==> config.mk <==
export PLATFORM = sky130hd
export DESIGN_NAME = bcd_tick_counter_display
export DESIGN_NICKNAME = d
export VERILOG_FILES = /design/src/rtl/seg_disp_pkg.sv /design/src/rtl/bcd_digit.sv /design/src/rtl/bcd_tick_counter_display.sv
export SDC_FILE = /design/constraint.sdc
export NUM_CORES = 1
export LEC_CHECK = 0
export CAP_MARGIN = 10
export CORE_AREA = 4 4 80 74
export CTS_BUF_LIST = sky130_fd_sc_hd__clkbuf_2 sky130_fd_sc_hd__clkbuf_4 sky130_fd_sc_hd__clkbuf_8
export DETAILED_ROUTE_END_ITERATION = 8
export DIE_AREA = 0 0 84 78
export GPL_ROUTABILITY_DRIVEN = 0
export HOLD_SLACK_MARGIN = 0.12
export PLACE_DENSITY_LB_ADDON = 0.1
export SETUP_SLACK_MARGIN = 0.05
export SLEW_MARGIN = 40
export SYNTH_ARGS = -nofsm -noshare
export SYNTH_HDL_FRONTEND = slang
export SYNTH_SLANG_ARGS = --single-unit
==> constraint.sdc <==
create_clock -name clk -period 2.48 [get_ports clk]
set_input_delay 0.248 -clock clk [delete_from_list [all_inputs] [get_ports clk]]
set_output_delay 0.248 -clock clk [all_outputs]
set_load 0.05 [all_outputs]
==> src/rtl/seg_disp_pkg.sv <==
// Shared definitions for the BCD counter and its 7-segment display:
// nibble width, segment patterns (active-high, seg[0]=a .. seg[6]=g) and the decoder.
package seg_disp_pkg;

  localparam int unsigned BcdW = 4;

  localparam logic [6:0] Seg0     = 7'h3F;
  localparam logic [6:0] Seg1     = 7'h06;
  localparam logic [6:0] Seg2     = 7'h5B;
  localparam logic [6:0] Seg3     = 7'h4F;
  localparam logic [6:0] Seg4     = 7'h66;
  localparam logic [6:0] Seg5     = 7'h6D;
  localparam logic [6:0] Seg6     = 7'h7D;
  localparam logic [6:0] Seg7     = 7'h07;
  localparam logic [6:0] Seg8     = 7'h7F;
  localparam logic [6:0] Seg9     = 7'h6F;
  localparam logic [6:0] SegBlank = 7'h00;

  // Non-BCD nibbles cannot occur; they decode to blank rather than garbage.
  function automatic logic [6:0] seg_decode(input logic [BcdW-1:0] nib);
    logic [6:0] pat;
    case (nib)
      4'd0:    pat = Seg0;
      4'd1:    pat = Seg1;
      4'd2:    pat = Seg2;
      4'd3:    pat = Seg3;
      4'd4:    pat = Seg4;
      4'd5:    pat = Seg5;
      4'd6:    pat = Seg6;
      4'd7:    pat = Seg7;
      4'd8:    pat = Seg8;
      4'd9:    pat = Seg9;
      default: pat = SegBlank;
    endcase
    return pat;
  endfunction

endpackage

==> src/rtl/bcd_digit.sv <==
// One BCD digit of the up/down counter chain; step_out ripples carry/borrow
// combinationally to the next digit in the same cycle.
module bcd_digit
  import seg_disp_pkg::*;
(
  input  logic            clk,
  input  logic            rst,
  input  logic            clr,
  input  logic            step_in,
  input  logic            up_dn,
  output logic [BcdW-1:0] digit,
  output logic            step_out
);

  logic [BcdW-1:0] digit_q, digit_d;
  logic            at_limit;

  always_comb begin
    at_limit = up_dn ? (digit_q == 4'd9) : (digit_q == 4'd0);
    step_out = step_in & at_limit;
    digit_d  = digit_q;
    if (clr) begin
      digit_d = '0;
    end else if (step_in) begin
      if (at_limit) digit_d = up_dn ? 4'd0 : 4'd9;
      else          digit_d = up_dn ? digit_q + 4'd1 : digit_q - 4'd1;
    end
  end

  always_ff @(posedge clk or posedge rst) begin
    if (rst) digit_q <= '0;
    else     digit_q <= digit_d;
  end

  assign digit = digit_q;

endmodule

==> src/rtl/bcd_tick_counter_display.sv <==
// Counts rising edges of the divided clock level in BCD and scans the value
// onto a multiplexed 7-segment display.
module bcd_tick_counter_display
  import seg_disp_pkg::*;
#(
  parameter int unsigned NUM_DIGITS     = 4,
  parameter int unsigned SCAN_DIV       = 100000,
  parameter bit          SEG_ACTIVE_LOW = 1'b1
) (
  input  logic                       clk,
  input  logic                       rst,
  input  logic                       div_clk_in,
  input  logic                       en,
  input  logic                       up_dn,
  input  logic                       clr,
  output logic [BcdW*NUM_DIGITS-1:0] count_bcd,
  output logic                       tick,
  output logic                       wrap,
  output logic [6:0]                 seg,
  output logic                       dp,
  output logic [NUM_DIGITS-1:0]      an
);

  localparam int unsigned ScanW = $clog2(SCAN_DIV);
  localparam int unsigned IdxW  = (NUM_DIGITS > 1) ? $clog2(NUM_DIGITS) : 1;
  localparam logic        Inv   = SEG_ACTIVE_LOW;

  logic                  prev_q;
  logic                  edge_det;
  logic                  advance;
  logic [NUM_DIGITS:0]   step;
  logic [ScanW-1:0]      scan_cnt_q, scan_cnt_d;
  logic [IdxW-1:0]       dig_idx_q, dig_idx_d;
  logic [BcdW-1:0]       sel_nib;
  logic [NUM_DIGITS-1:0] an_act;

  assign edge_det = div_clk_in & ~prev_q;
  // clr takes priority, so a coincident edge must not ripple into the digits.
  assign advance  = edge_det & en & ~clr;
  assign step[0]  = advance;

  for (genvar g = 0; g < NUM_DIGITS; g++) begin : gen_digit
    bcd_digit u_digit (
      .clk      (clk),
      .rst      (rst),
      .clr      (clr),
      .step_in  (step[g]),
      .up_dn    (up_dn),
      .digit    (count_bcd[g*BcdW +: BcdW]),
      .step_out (step[g+1])
    );
  end

  always_ff @(posedge clk or posedge rst) begin
    if (rst) begin
      prev_q <= 1'b0;
      tick   <= 1'b0;
      wrap   <= 1'b0;
    end else begin
      prev_q <= div_clk_in;
      tick   <= advance;
      wrap   <= step[NUM_DIGITS];
    end
  end

  always_comb begin
    scan_cnt_d = scan_cnt_q + ScanW'(1);
    dig_idx_d  = dig_idx_q;
    if (scan_cnt_q == ScanW'(SCAN_DIV - 1)) begin
      scan_cnt_d = '0;
      dig_idx_d  = (dig_idx_q == IdxW'(NUM_DIGITS - 1)) ? '0 : dig_idx_q + IdxW'(1);
    end
  end

  always_comb begin
    sel_nib = '0;
    an_act  = '0;
    for (int i = 0; i < NUM_DIGITS; i++) begin
      if (dig_idx_q == IdxW'(i)) begin
        sel_nib   = count_bcd[i*BcdW +: BcdW];
        an_act[i] = 1'b1;
      end
    end
  end

  always_ff @(posedge clk or posedge rst) begin
    if (rst) begin
      scan_cnt_q <= '0;
      dig_idx_q  <= '0;
      an         <= {NUM_DIGITS{Inv}};
      seg        <= {7{Inv}};
      dp         <= Inv;
    end else begin
      scan_cnt_q <= scan_cnt_d;
      dig_idx_q  <= dig_idx_d;
      an         <= Inv ? ~an_act : an_act;
      seg        <= Inv ? ~seg_decode(sel_nib) : seg_decode(sel_nib);
      dp         <= Inv;
    end
  end

endmodule

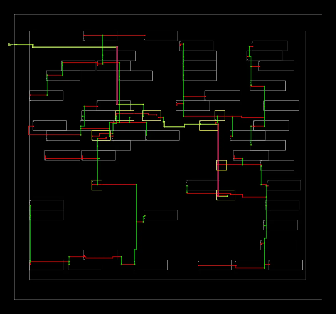
**Above:** clock routing.
Final Skew: 0.00925 ns
total clock buffers created by CTS: 5
sink count of the clock tree: 49

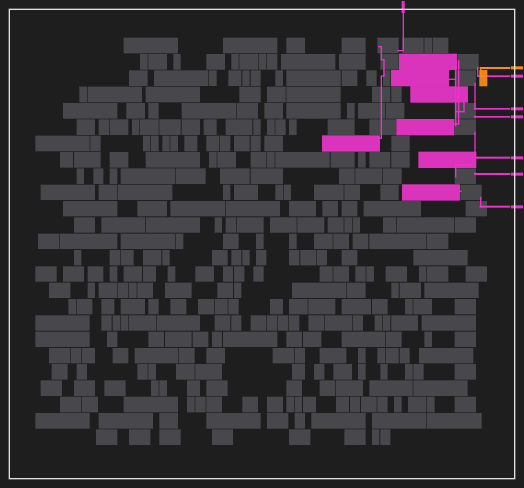
**Above:** port wiring.
Drawn at 6 px/um.
| colour | port | bits | direction | end cells | buffers | wire |
|---|---|---|---|---|---|---|
| orange | dp | 1 | output | 1 | 0 | 6.40 um |
| magenta | seg | 7 | output | 7 | 7 | 102 um |

==> results_slide.txt <==
Flow Results at a Glance

Run status
  • Run status: finished, final reports clean

Run
  • Count of maximum capacitance violations: 0
  • Warning total across the stage logs: 33

Drt
  • Number of remaining DRC errors: 0
  • Routed length per placed instance: 14.5 um
  • Total via count in the routed design: 2228
  • Detailed Routing Iterations Pass 1: 4
  • Number of nets with antenna violations after routing: 0
  • Detailed Route Iter0 Violations: 95
  • Average via count per standard cell: 5.60
  • Post-Route WL: 5760 um

Critical path
  • Critical path class: flip-flop to flip-flop
  • Setup crit start kind: flip-flop
  • Cells traversed along the worst timing path: or4b_1 > or4b_1 > nor4_2 > and3_2 > mux2_2
  • Most common cell type on the critical path: sky130_fd_sc_hd__or4b_1
  • Slowest-stage cell, CP: sky130_fd_sc_hd__or4b_1
  • Worst R2R Setup Slack: 0.22 ns
  • Worst reg2reg startpoint: scan_cnt_q[12]
  • Maximum fanout count along the critical path: 4
  • Top Family by Delay on Critical Path: simple AND/OR/NAND/NOR gates
  • Endpoint kind of the worst setup timing path: flip-flop
  • Count of cells along the worst register-to-register path: 5
  • Stage delay of the slowest cell on the critical path: 0.52 ns
  • Capture instance of the worst register-to-register path: dig_idx_q[0]
  • Data required, critical path: 2.67 ns
  • Critical path arrival: 2.45 ns
  • Combined buffer and inverter count along the critical path: 0

Finish
  • Most used logic cell in the final layout: sky130_fd_sc_hd__dfrtp_1
  • Diode insertion count for antenna repair: 0
  • Layout-stage area growth over the synthesis result: 19.8%
  • Fin nets: 358
  • Share of final-layout standard cells stronger than drive strength 1: 12.4%
  • Most frequent cells in the layout: sky130_fd_sc_hd__dfrtp_1, sky130_fd_sc_hd__clkdlybuf4s50_1, sky130_fd_sc_hd__nor2_1, sky130_fd_sc_hd__inv_1, sky130_fd_sc_hd__ha_1

Floorplanning
  • Number of rows created at floorplan: 25
  • I/O pin cnt: 36
  • Core area: 5130 um^2
  • Height of the die: 78 um
  • Init Core Util: 55.8%
  • DIE AREA: 6550 um^2
  • Horizontal die size: 84 um

Clock tree
  • CTS H-Tree Depth: 2
  • Buffers inserted by post-CTS timing repair: 0
  • Clock Pin Slew Worst Setup and Hold Paths: 0.09 ns
  • Post-CTS resize count: 0
  • Clock tree from TritonCTS: yes
  • Maximum count of clock buffers along a single path: 2
  • Clock Tree Root: sky130_fd_sc_hd__clkbuf_8
  • Clock network latency to the later pin of the worst-skew pair: 0.30 ns
  • Post-CTS Hold Buffers: 0

Yosys
  • Summed instance area of the synthesized netlist: 2860 um^2
  • Gate count of the mapped netlist: 287
  • Total nets after synthesis: 315
  • Number of storage elements in the synthesis netlist: 49
  • Main flop type after synthesis: sky130_fd_sc_hd__dfrtp_1
  • Synth Area per Inst: 9.97 um^2
  • YS chip area: 2860 um^2
  • Yosys cell types: 49
  • Number of cells in Yosys stat: 287
  • Sequential-to-total area share from yosys stat: 43.3%
  • Synthesis warning total: 0
  • Share of async-settable or async-resettable flops after synthesis: 100%
  • Number of synthesized flops with an enable pin: 0

Global route
  • Overall track demand over capacity in global routing: 19.2%
  • Via count of the first global-routing pass: 2233
  • Sum of overflow across all layers after global routing: 0
  • Maximum number of pins on one net before global-route repair: 50
  • Global-route wire length before repair: 10400 um
  • Initial antenna violation count: 0

Timing
  • Accumulated negative setup slack: 0 ns
  • Highest attainable clock frequency: 0.443 GHz
  • Final period demand of the worst path: 2.26 ns
  • Fin. max-slew vios: 0
  • Slew @ Worst Pin: 0.623 ns
  • Setup repair after global routing missed its margin: false
  • Relative slew slack: 57.4%
  • Setup Viol. Count Final: 0
  • Portion of the clock cycle consumed by the worst path in the final layout: 91.1%
  • Final hold violation count: 0

Pwr
  • Cell area power density: 452 nW/um^2
  • LEAKAGE: 1.47 nW
  • VDD IR-drop max: 471 uV

Place
  • Port bufs: 34
  • HPWL after detailed placement: 4180 um

Worst hold path
  • Min-delay worst type: input port to async pin
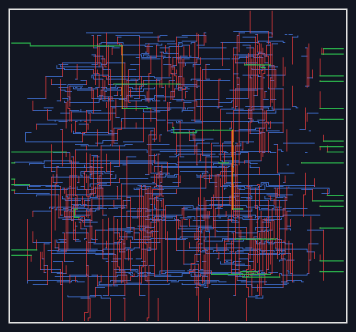
**Above:** wiring by layer.
Drawn at 4 px/um.
| colour | layer | wire length |
|---|---|---|
| green | met3 | 247 um |
| blue | met1 | 2760 um |
| red | met2 | 2710 um |
| orange | met4 | 35.4 um |

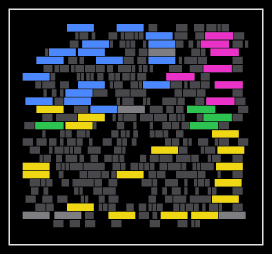
**Above:** sequential cells coloured by netlist name.
Drawn at 3 px/um. Other sequential cells in the stronger grey, the rest of the logic in the fainter grey.
| colour | signal | sequential cells |
|---|---|---|
| yellow | gen_digit.u_digit.digit | 16 |
| magenta | seg | 7 |
| green | an | 4 |
| blue | scan_cnt_q | 17 |
not coloured: 5
Sequential cell area: 1240 um^2
Layout Utilization: 66.8%
sequential cell area share: 36.2%
sequential logic power: 0.833 mW

[per-stage QoR]
step	setup slack [ns]	power (mW)	cells	hold slack (ns)	cell area [um^2]
3_5_place_dp	0.00971	1.09	390	0.455	3340
2_1_floorplan	0.200	1.01	287	0.279	2860
3_3_place_gp	0.146	1.08	390	0.441	3340
6_report	0.222	1.55	398	0.418	3430
5_1_grt	0.0638	1.62	398	0.438	3430
4_1_cts	0.210	1.57	398	0.426	3430
[sequential cells by signal, summed over array words and instances (netlist names)]
name	cells
an	4
dig_idx_q	2
gen_digit.u_digit.digit	16
prev_q	1
scan_cnt_q	17
seg	7
tick	1
wrap	1
[kinds of logic after synthesis]
logic type,count (synthesis),share of synthesized area [%]
AOI/OAI and AO/OA,62,14.2
buffers and inverters,31,4.46
DFF,49,43.3
muxes,9,3.50
and+or+nand+nor,88,16.1
adders and majority gates,22,10.7
other,1,0.131
xor gates and xnor gates,25,7.65
[metal layers]
metal | part of all wire (%) | track usage (%)
met1 | 48 | 26.7
met5 | 0 | 0
met2 | 47 | 31.5
met3 | 4.3 | 3.93
met4 | 0.61 | 3.54
[final cells by class]
cell class	count	area (um^2)
timing repair buffer	45	435
inverter	22	82.6
sequential	49	1240
fill	436	1700
clock buffer	6	76.3
tap	67	83.8
clock inverter	2	15.0
multi-input combinational	207	1500
[report_power, final]
group	switching (mW)	internal (mW)	total, mW
Clock	0.266	0.210	0.476
Combinational	0.151	0.0889	0.240
Sequential	0.0121	0.821	0.833
Total	0.430	1.12	1.55
[tightest hold or removal path, stage by stage]
cell and delay, ns:
sky130_fd_sc_hd__clkdlybuf4s50_1 0.41, sky130_fd_sc_hd__inv_2 0.04, sky130_fd_sc_hd__buf_4 0.49
[cells in the mapped netlist (all sizes together), types with 5 or more instances]
library cell	count	area share, %
o21ai	13	2.3
nor2	31	4.1
dfstp	11	10
nor3	6	1.0
and3	8	1.8
ha	18	7.9
inv	22	2.9
xor2	10	3.1
nand3	10	1.7
a2bb2oi	6	1.8
dfrtp	38	33
clkbuf	7	0.92
a22oi	5	1.3
nand2	12	1.6
a21oi	15	2.6
mux2	5	2.1
a21o	5	1.3
xnor2	15	4.6
[worst max path at each step]
stage / from / to / slack, ns / cells after the start
after floorplan: gen_digit[2].u_digit.digit[0] / gen_digit[3].u_digit.digit[1] / 0.20 / 5
after global placement: up_dn / gen_digit[3].u_digit.digit[2] / 0.15 / 7
after detailed placement: up_dn / gen_digit[1].u_digit.digit[3] / 0.01 / 8
after CTS: scan_cnt_q[12] / dig_idx_q[0] / 0.21 / 5
after global routing: dig_idx_q[1] / seg[0] / 0.06 / 9
final: scan_cnt_q[12] / dig_idx_q[0] / 0.22 / 5
Power is estimated from default activity; no workload was simulated.
